## config.mk

```make
export PLATFORM = sky130hd
export DESIGN_NAME = encoder_n_iter_flat
export DESIGN_NICKNAME = d
export VERILOG_FILES = /design/src/rtl/encoder_n_iter_pkg.sv /design/src/rtl/encoder_n_iter_if.sv /design/src/rtl/encoder_n_iter_pick_first.sv /design/src/rtl/encoder_n_iter.sv /design/src/flat_wrapper.sv
export SDC_FILE = /design/constraint.sdc
export NUM_CORES = 1
export LEC_CHECK = 0
export CORE_AREA = 10 10 67 69
export CTS_CLUSTER_DIAMETER = 150
export DETAILED_ROUTE_END_ITERATION = 16
export DIE_AREA = 0 0 77 79
export GPL_TIMING_DRIVEN = 0
export PLACE_DENSITY = 0.69
export SYNTH_ARGS = -nofsm -noshare
export SYNTH_HDL_FRONTEND = slang
export SYNTH_SLANG_ARGS = --single-unit
export TNS_END_PERCENT = 10
```

## constraint.sdc

```tcl
create_clock -name clk -period 2.9 [get_ports clk]
set_input_delay 0.58 -clock clk [delete_from_list [all_inputs] [get_ports clk]]
set_output_delay 0.58 -clock clk [all_outputs]
set_load 0.01 [all_outputs]
```

## src/rtl/encoder_n_iter_pkg.sv

```systemverilog
// Shared types and helpers for the iterating set-bit encoder.
package encoder_pkg;

    typedef enum logic {IDLE, EMIT} enc_state_t;

    // Index width for an n-bit vector; never below one bit.
    function automatic int unsigned idx_width(input int unsigned n);
        return (n > 2) ? $clog2(n) : 1;
    endfunction

endpackage

```

## src/rtl/encoder_n_iter_if.sv

```systemverilog
// Input vector stream and output index stream of the iterating encoder.
interface encoder_n_iter_if
    import encoder_pkg::*;
#(
    parameter int unsigned N = 16
);
    localparam int unsigned IDX_W = idx_width(N);

    logic             in_valid;
    logic             in_ready;
    logic [N-1:0]     in_data;
    logic             out_valid;
    logic             out_ready;
    logic [IDX_W-1:0] out_index;
    logic             out_last;
    logic             out_zero;

    // Drives vectors in, consumes index beats.
    modport master (
        output in_valid, in_data, out_ready,
        input  in_ready, out_valid, out_index, out_last, out_zero
    );

    // The encoder itself.
    modport slave (
        input  in_valid, in_data, out_ready,
        output in_ready, out_valid, out_index, out_last, out_zero
    );

endinterface

```

## src/rtl/encoder_n_iter_pick_first.sv

```systemverilog
// Combinational find-first-set in a fixed priority direction.
module pick_first
    import encoder_pkg::*;
#(
    parameter int unsigned N         = 16,
    parameter bit          MSB_FIRST = 1'b0,
    localparam int unsigned IDX_W    = idx_width(N)
) (
    input  logic [N-1:0]     vec,
    output logic [IDX_W-1:0] idx,
    output logic             any,
    output logic [N-1:0]     onehot
);

    // Scan in priority order; the first set bit wins and blocks the rest.
    always_comb begin
        idx    = '0;
        any    = 1'b0;
        onehot = '0;
        for (int unsigned i = 0; i < N; i++) begin
            if (!any && vec[MSB_FIRST ? (N - 1 - i) : i]) begin
                any = 1'b1;
                idx = IDX_W'(MSB_FIRST ? (N - 1 - i) : i);
                onehot[MSB_FIRST ? (N - 1 - i) : i] = 1'b1;
            end
        end
    end

endmodule

```

## src/rtl/encoder_n_iter.sv

```systemverilog
// Accepts an N-bit vector and emits the index of each set bit, one beat per cycle.
module encoder_n_iter
    import encoder_pkg::*;
#(
    parameter int unsigned N         = 16,
    parameter bit          MSB_FIRST = 1'b0
) (
    input logic              clk,
    input logic              rst,
    encoder_n_iter_if.slave  bus
);

    localparam int unsigned IDX_W = idx_width(N);

    enc_state_t       state_q, state_d;
    logic [N-1:0]     pending_q, pending_d;
    logic [IDX_W-1:0] pick_idx;
    logic             pick_any;
    logic [N-1:0]     pick_onehot;
    logic             single;
    logic             emit;
    logic             out_fire;

    pick_first #(
        .N         (N),
        .MSB_FIRST (MSB_FIRST)
    ) u_pick (
        .vec    (pending_q),
        .idx    (pick_idx),
        .any    (pick_any),
        .onehot (pick_onehot)
    );

    // Zero or one bit left means the current beat is the last (zero case included).
    assign single   = (pending_q & (pending_q - N'(1))) == '0;
    assign emit     = (state_q == EMIT);
    assign out_fire = emit && bus.out_ready;

    assign bus.out_valid = emit;
    assign bus.out_index = emit ? pick_idx : '0;
    assign bus.out_last  = emit && single;
    assign bus.out_zero  = emit && !pick_any;
    // out_ready feeds in_ready combinationally so back-to-back vectors need no bubble.
    assign bus.in_ready  = !emit || (out_fire && single);

    // Next-state and pending update for capture, bit clearing and hand-off.
    always_comb begin
        state_d   = state_q;
        pending_d = pending_q;
        unique case (state_q)
            IDLE: begin
                if (bus.in_valid) begin
                    pending_d = bus.in_data;
                    state_d   = EMIT;
                end
            end
            EMIT: begin
                if (out_fire) begin
                    pending_d = pending_q & ~pick_onehot;
                    if (single) begin
                        if (bus.in_valid) begin
                            pending_d = bus.in_data;
                        end else begin
                            state_d = IDLE;
                        end
                    end
                end
            end
            default: begin
                state_d   = IDLE;
                pending_d = '0;
            end
        endcase
    end

    // State and pending registers with synchronous reset dropping any in-flight vector.
    always_ff @(posedge clk) begin
        if (rst) begin
            state_q   <= IDLE;
            pending_q <= '0;
        end else begin
            state_q   <= state_d;
            pending_q <= pending_d;
        end
    end

endmodule

```

## src/flat_wrapper.sv

```systemverilog
// flat-port wrapper written by rule: the top's interface ports become plain ports
module encoder_n_iter_flat import encoder_pkg::*;
#(
    parameter int unsigned N         = 16,
    parameter bit          MSB_FIRST = 1'b0
)
  (clk, rst, bus_in_valid, bus_in_data, bus_out_ready, bus_in_ready, bus_out_valid, bus_out_index, bus_out_last, bus_out_zero);
  encoder_n_iter_if #(.N(N)) bus_i ();
  input logic clk;
  input logic rst;
  input wire logic [$bits(bus_i.in_valid)-1:0] bus_in_valid;
  input wire logic [$bits(bus_i.in_data)-1:0] bus_in_data;
  input wire logic [$bits(bus_i.out_ready)-1:0] bus_out_ready;
  output wire logic [$bits(bus_i.in_ready)-1:0] bus_in_ready;
  output wire logic [$bits(bus_i.out_valid)-1:0] bus_out_valid;
  output wire logic [$bits(bus_i.out_index)-1:0] bus_out_index;
  output wire logic [$bits(bus_i.out_last)-1:0] bus_out_last;
  output wire logic [$bits(bus_i.out_zero)-1:0] bus_out_zero;
  assign bus_i.in_valid = bus_in_valid;
  assign bus_i.in_data = bus_in_data;
  assign bus_i.out_ready = bus_out_ready;
  assign bus_in_ready = bus_i.in_ready;
  assign bus_out_valid = bus_i.out_valid;
  assign bus_out_index = bus_i.out_index;
  assign bus_out_last = bus_i.out_last;
  assign bus_out_zero = bus_i.out_zero;
  encoder_n_iter #(.N(N), .MSB_FIRST(MSB_FIRST)) u_core (.clk(clk), .rst(rst), .bus(bus_i));
endmodule
```

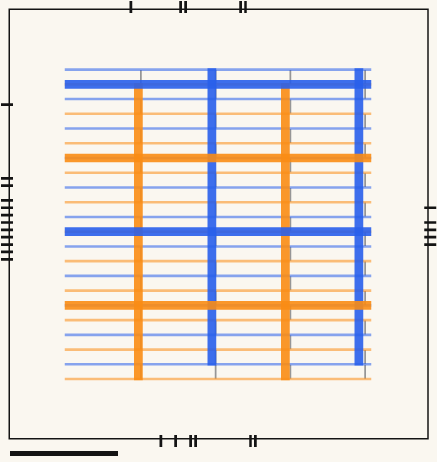
(run_1/pdn.png)
The bar under the picture is 20 µm long. Pins as bars on the die edge. Tap cells in grey.
[blue] VDD
[orange] VSS
rows: 21
met1 rails: 22
Die Wd: 77 µm
Chip Height: 79 µm
core footprint: 0.00323 mm²

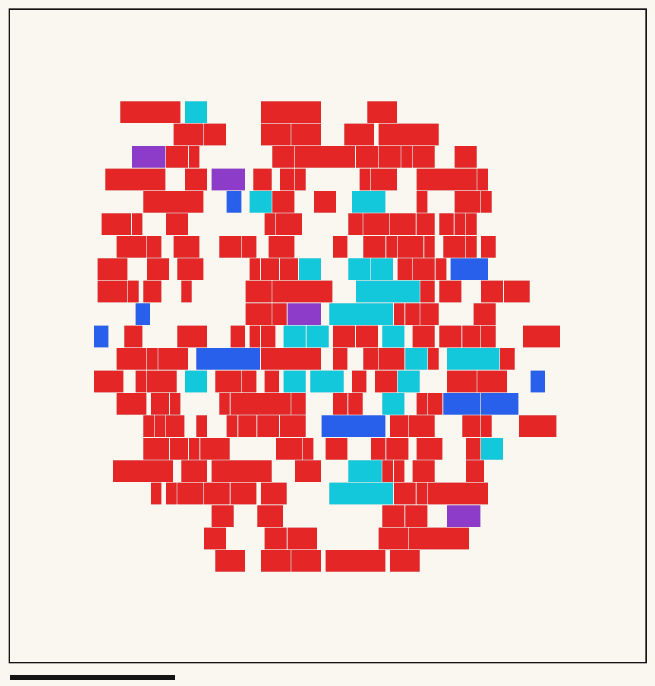
(run_1/drive_strength.png)
The bar under the picture is 20 µm long.
[red] drive 1 or less | cells: 180 | share: 84% | most used: clkdlybuf4s50_1
[cyan] drive 3 to 4 | cells: 21 | share: 9.8% | most used: buf_4
[blue] drive 2 | cells: 9 | share: 4.2% | most used: buf_2
[purple] drive 6 and up | cells: 4 | share: 1.9% | most used: buf_6
Non-clk bufs: 49
Layout area overhead: 32.6%
PnR worst setup slack: 0.0678 ns
fin area: 0.00184 mm²

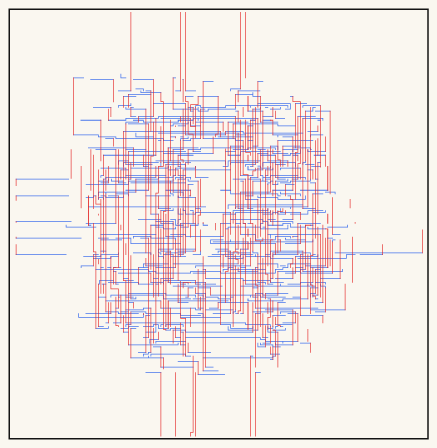
(run_1/metal_stack.png)
Two of the layers only.
[blue] met1 | wire length: 2010 µm
[red] met2 | wire length: 2140 µm
Total GRT Usage: 14.7%
final WL: 4530 µm
Vias: 1576
DR WL/cell: 17.4 µm

==> flow_metrics.py, run 1 <==
# Synthesis and PnR figures
metrics = {
    "run_status": {
        "outcome": "finished clean",
    },
    "floorplanning": {
        "num_rows": 21,
        "chip_area_mm2": 0.00608,
    },
    "placement": {
        "place_area_mm2": 0.00171,
        "place_inst": 249,
        "io_buffer_count": 27,
        "globalplace.congestion": 0.891,
        "post-dp-hpwl_um": 3200,
    },
    "power_and_ir_drop": {
        "p_leak_nw": 0.807,
        "pwr-share-clk_pct": 11.8,
        "pg_seq_mw": 0.332,
        "swShare_pct": 41.8,
        "power-top-group": "combinational logic",
        "pwr-share-comb_pct": 59.1,
        "power_mw": 1.14,
        "p_clk_mw": 0.135,
        "switchingPower_mw": 0.477,
    },
    "yosys": {
        "yosys_warnings": 0,
        "ys_seq_share_pct": 24.5,
        "simple_gate_area_share_pct": 27.0,
        "ys_types": 44,
        "synth.cellmix.xorXnorShare_pct": 0,
        "top_area_cell": "dfxtp_1",
        "yosysCellCount": 176,
        "yosys.area.top_type_share_pct": 24.5,
        "synthTopCellsByArea": "dfxtp_1 25%, a21o_1 6.5%, nand2_1 4.3%",
        "synthTopLogicFamily": "AND-OR/OR-AND gates",
        "synth_top_cell_by_count": "dfxtp_1",
        "yosys_area_mm2": 0.00139,
        "adder_share_pct": 0,
        "muxShareOfSynthArea_pct": 0.722,
        "netlist_instances": 176,
    },
    "sta": {
        "tns_ns": 0,
        "max_freq_ghz": 0.353,
        "fin_skew_ns": 0.00475,
        "holdWs_ns": 0.739,
        "min_period_ns": 2.83,
        "setup_violations": 0,
        "hold_viol_final": 0,
        "tightestPinTransition_ns": 0.717,
    },
    "global_routing": {
        "grt_pass1_vias": 1620,
        "gr-usage-met3_pct": 3.72,
        "use_met1_pct": 17.8,
        "antenna_found_initial": 0,
    },
    "critical_path": {
        "worstReg2RegStart": "u_core.pending_q[1]",
        "setup.worst_path.start_class": "flip-flop",
        "crit_fanout": 8,
        "rrSetupSlack_ns": 0.52,
        "crit_required_ns": 2.32,
        "crit_cells": 9,
        "endpoint_kind": "output port",
        "setup.worst_path.start": "u_core.pending_q[1]",
    },
    "drt": {
        "avgViaCountPerCell": 6.06,
        "wl_met2_um": 2140,
        "drc": 0,
        "dr.pass1.iters": 4,
    },
    "flow_run": {
        "drv_cap": 0,
        "warning_count": 28,
    },
    "final_layout": {
        "n_antenna_cell": 0,
        "utilization_pct": 56.9,
        "num-nets-final": 235,
    },
    "min_path": {
        "hold_depth": 3,
    },
    "cts": {
        "clock-root-buffer": "clkbuf_4",
        "cts_buffers": 3,
        "clk_pin_slew_ns": 0.10,
    },
}
run 1: state kept, by name, summed over array words and instances (netlist names):
name and count:
u_core.pending_q 16, u_core.bus.out_valid 1
run 1: tightest hold or removal path, delay by kind of cell, from the launching register on:
kind	cells	cell delay, ns
buffers and inverters	1	0.15
AND-OR/OR-AND	2	0.22
flip-flops	1	0.34
run 1: cell type report:
cell class                 instances  area, µm²  share of cell area (%)
tap                               46       57.6                    3.13
buffer                            14       95.1                    5.17
timing repair buffer              35        319                    17.4
multi-input combinational        140        982                    53.4
inverter                           4       15.0                   0.817
sequential                        17        343                    18.7
clock buffer                       4       26.3                    1.43
==> run_1/final_congestion.png <==
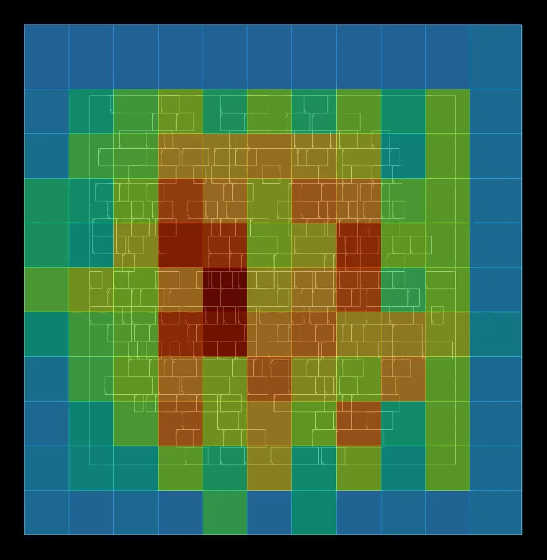

--- run 2 (diff from run 1) ---
--- a/config.mk
+++ b/config.mk
@@ -9,8 +9,8 @@
 export CTS_CLUSTER_DIAMETER = 150
 export DETAILED_ROUTE_END_ITERATION = 16
 export DIE_AREA = 0 0 77 79
+export DONT_BUFFER_PORTS = 1
 export GPL_TIMING_DRIVEN = 0
-export PLACE_DENSITY = 0.69
 export SYNTH_ARGS = -nofsm -noshare
 export SYNTH_HDL_FRONTEND = slang
 export SYNTH_SLANG_ARGS = --single-unit
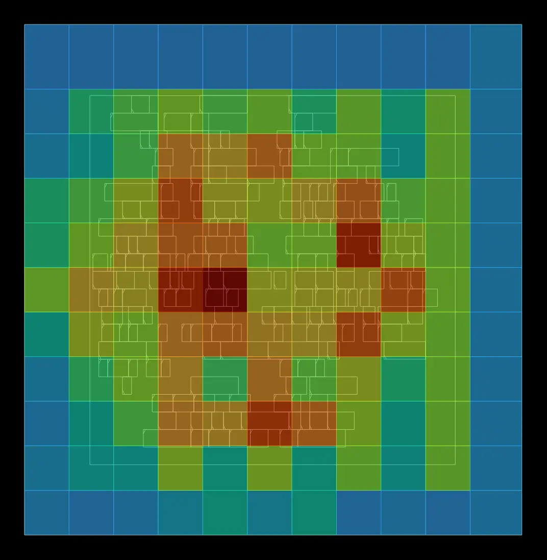
(run_2/final_congestion.png)
GR Util met2: 21.1%
M1 GR Usage: 17.5%

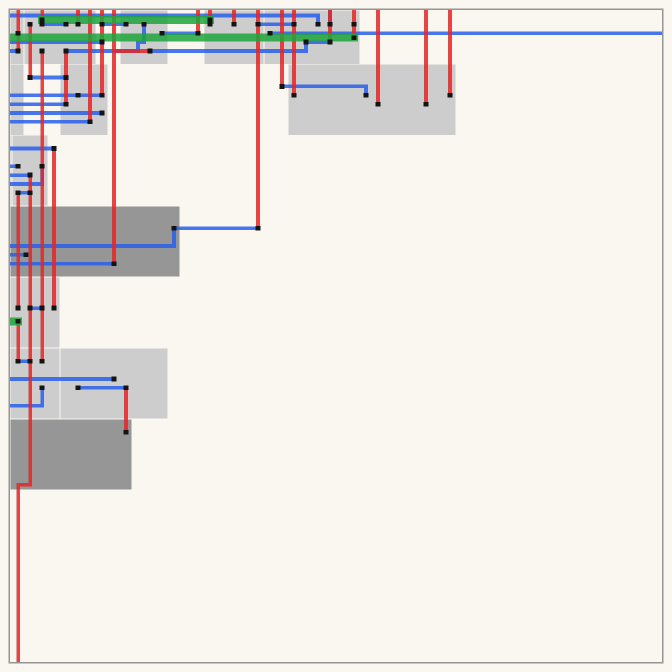
(run_2/zoom.png)
Region (45, 7) to (70, 32) µm. Cells in grey, sequential cells in the stronger grey; small squares are vias.
[red] met2
[blue] met1
[green] met3
netlist names of flops here include: u_core.pending_q (2)
sequential cells in the window: 2
most frequent: dfxtp_1 (2)
cells with their middle in the window: 12

==> run 2 against run 1 <==
Die size did not move. Combinational power fell by 9.0%. Setup slack improved by 0.029 ns. Wire length fell by 8.3%. Clock skew rose by 0.0020 ns. Synthesized cell count did not move. Sequential share of layout area rose by 3.1 points. Highest routed layer unchanged.
==> flow_metrics.py, run 2 <==
# Synthesis and PnR figures
metrics = {
    "final_layout": {
        "regMostFlops": "u_core.pending_q",
        "comb_area_share_pct": 62.3,
        "seq_share_pct": 21.8,
        "top_area_cell_class": "logic gates",
        "n_antenna_cell": 0,
        "flops": 17,
        "comb_area_um2": 973,
        "regArea_um2": 340,
        "num-nets-final": 208,
        "buffers": 22,
        "largest_reg_flops": 16,
    },
    "cts": {
        "clk_pin_slew_ns": 0.10,
        "cts_buffers": 3,
    },
    "drt": {
        "avgViaCountPerCell": 6.30,
        "via_count": 1469,
        "wirelength_um": 4160,
        "drc": 0,
    },
    "power_and_ir_drop": {
        "p_clk_mw": 0.132,
        "pwr-share-clk_pct": 12.4,
        "switchingPower_mw": 0.455,
        "p_leak_nw": 0.660,
        "power-top-group": "combinational logic",
        "power_mw": 1.07,
        "pwr-share-comb_pct": 57.5,
    },
    "floorplanning": {
        "chip_area_mm2": 0.00608,
        "num_rows": 21,
        "die_h_um": 79,
        "fp.coreArea_mm2": 0.00323,
        "die_w_um": 77,
    },
    "yosys": {
        "muxShareOfSynthArea_pct": 0.722,
        "ys_seq_share_pct": 24.5,
        "synthTopLogicFamily": "AND-OR/OR-AND gates",
        "adder_share_pct": 0,
        "top_area_cell": "dfxtp_1",
        "netlist_instances": 176,
        "simple_gate_area_share_pct": 27.0,
        "yosys_warnings": 0,
        "synth_top_cell_by_count": "dfxtp_1",
        "yosys.area.top_type_share_pct": 24.5,
        "yosys_area_mm2": 0.00139,
        "yosysCellCount": 176,
    },
    "critical_path": {
        "rrSetupSlack_ns": 0.46,
        "worstReg2RegStart": "u_core.pending_q[1]",
        "crit_cells": 8,
        "setup.worst_path.start": "u_core.pending_q[1]",
        "endpoint_kind": "output port",
    },
    "global_routing": {
        "antenna_found_initial": 0,
        "grt_usage_pct": 13.5,
        "grt_pass1_vias": 1401,
    },
    "sta": {
        "hold_viol_final": 0,
        "setup_violations": 0,
        "worst_slack_ns": 0.0964,
        "fin_skew_ns": 0.00675,
        "max_freq_ghz": 0.357,
    },
    "run_status": {
        "outcome": "finished clean",
    },
    "flow_run": {
        "drv_cap": 0,
    },
    "min_path": {
        "hold_depth": 1,
    },
    "placement": {
        "post-dp-hpwl_um": 3010,
        "globalplace.congestion": 0.847,
        "io_buffer_count": 0,
    },
}
==> run 2: cell counts after synthesis <==
No cell type changed its count.
==> run 2: per-layer routing <==
layer / vias to the layer above / global-route usage, % / share of wire [%]
met5: - / 0 / 0
met4: 0 / 4.74 / 1.6
met3: 8 / 3.60 / 8.2
met2: 57 / 21.1 / 47
met1: 695 / 17.5 / 43
li1: 709 / - / -
==> run 2: stage by stage <==
step | area [µm²] | hold WS [ns] | instances | TNS [ns] | util [%]
finish | 1560 | 0.380 | 233 | 0 | 48.3
global route | 1560 | 0.367 | 233 | -0.00836 | 48.3
CTS | 1520 | 0.384 | 230 | 0 | 46.9
detailed placement | 1440 | 0.691 | 222 | 0 | 44.7
global placement | 1440 | 0.678 | 222 | 0 | 44.7
floorplan | 1390 | 0.645 | 176 | 0 | -
Power is estimated from default activity; no workload was simulated.
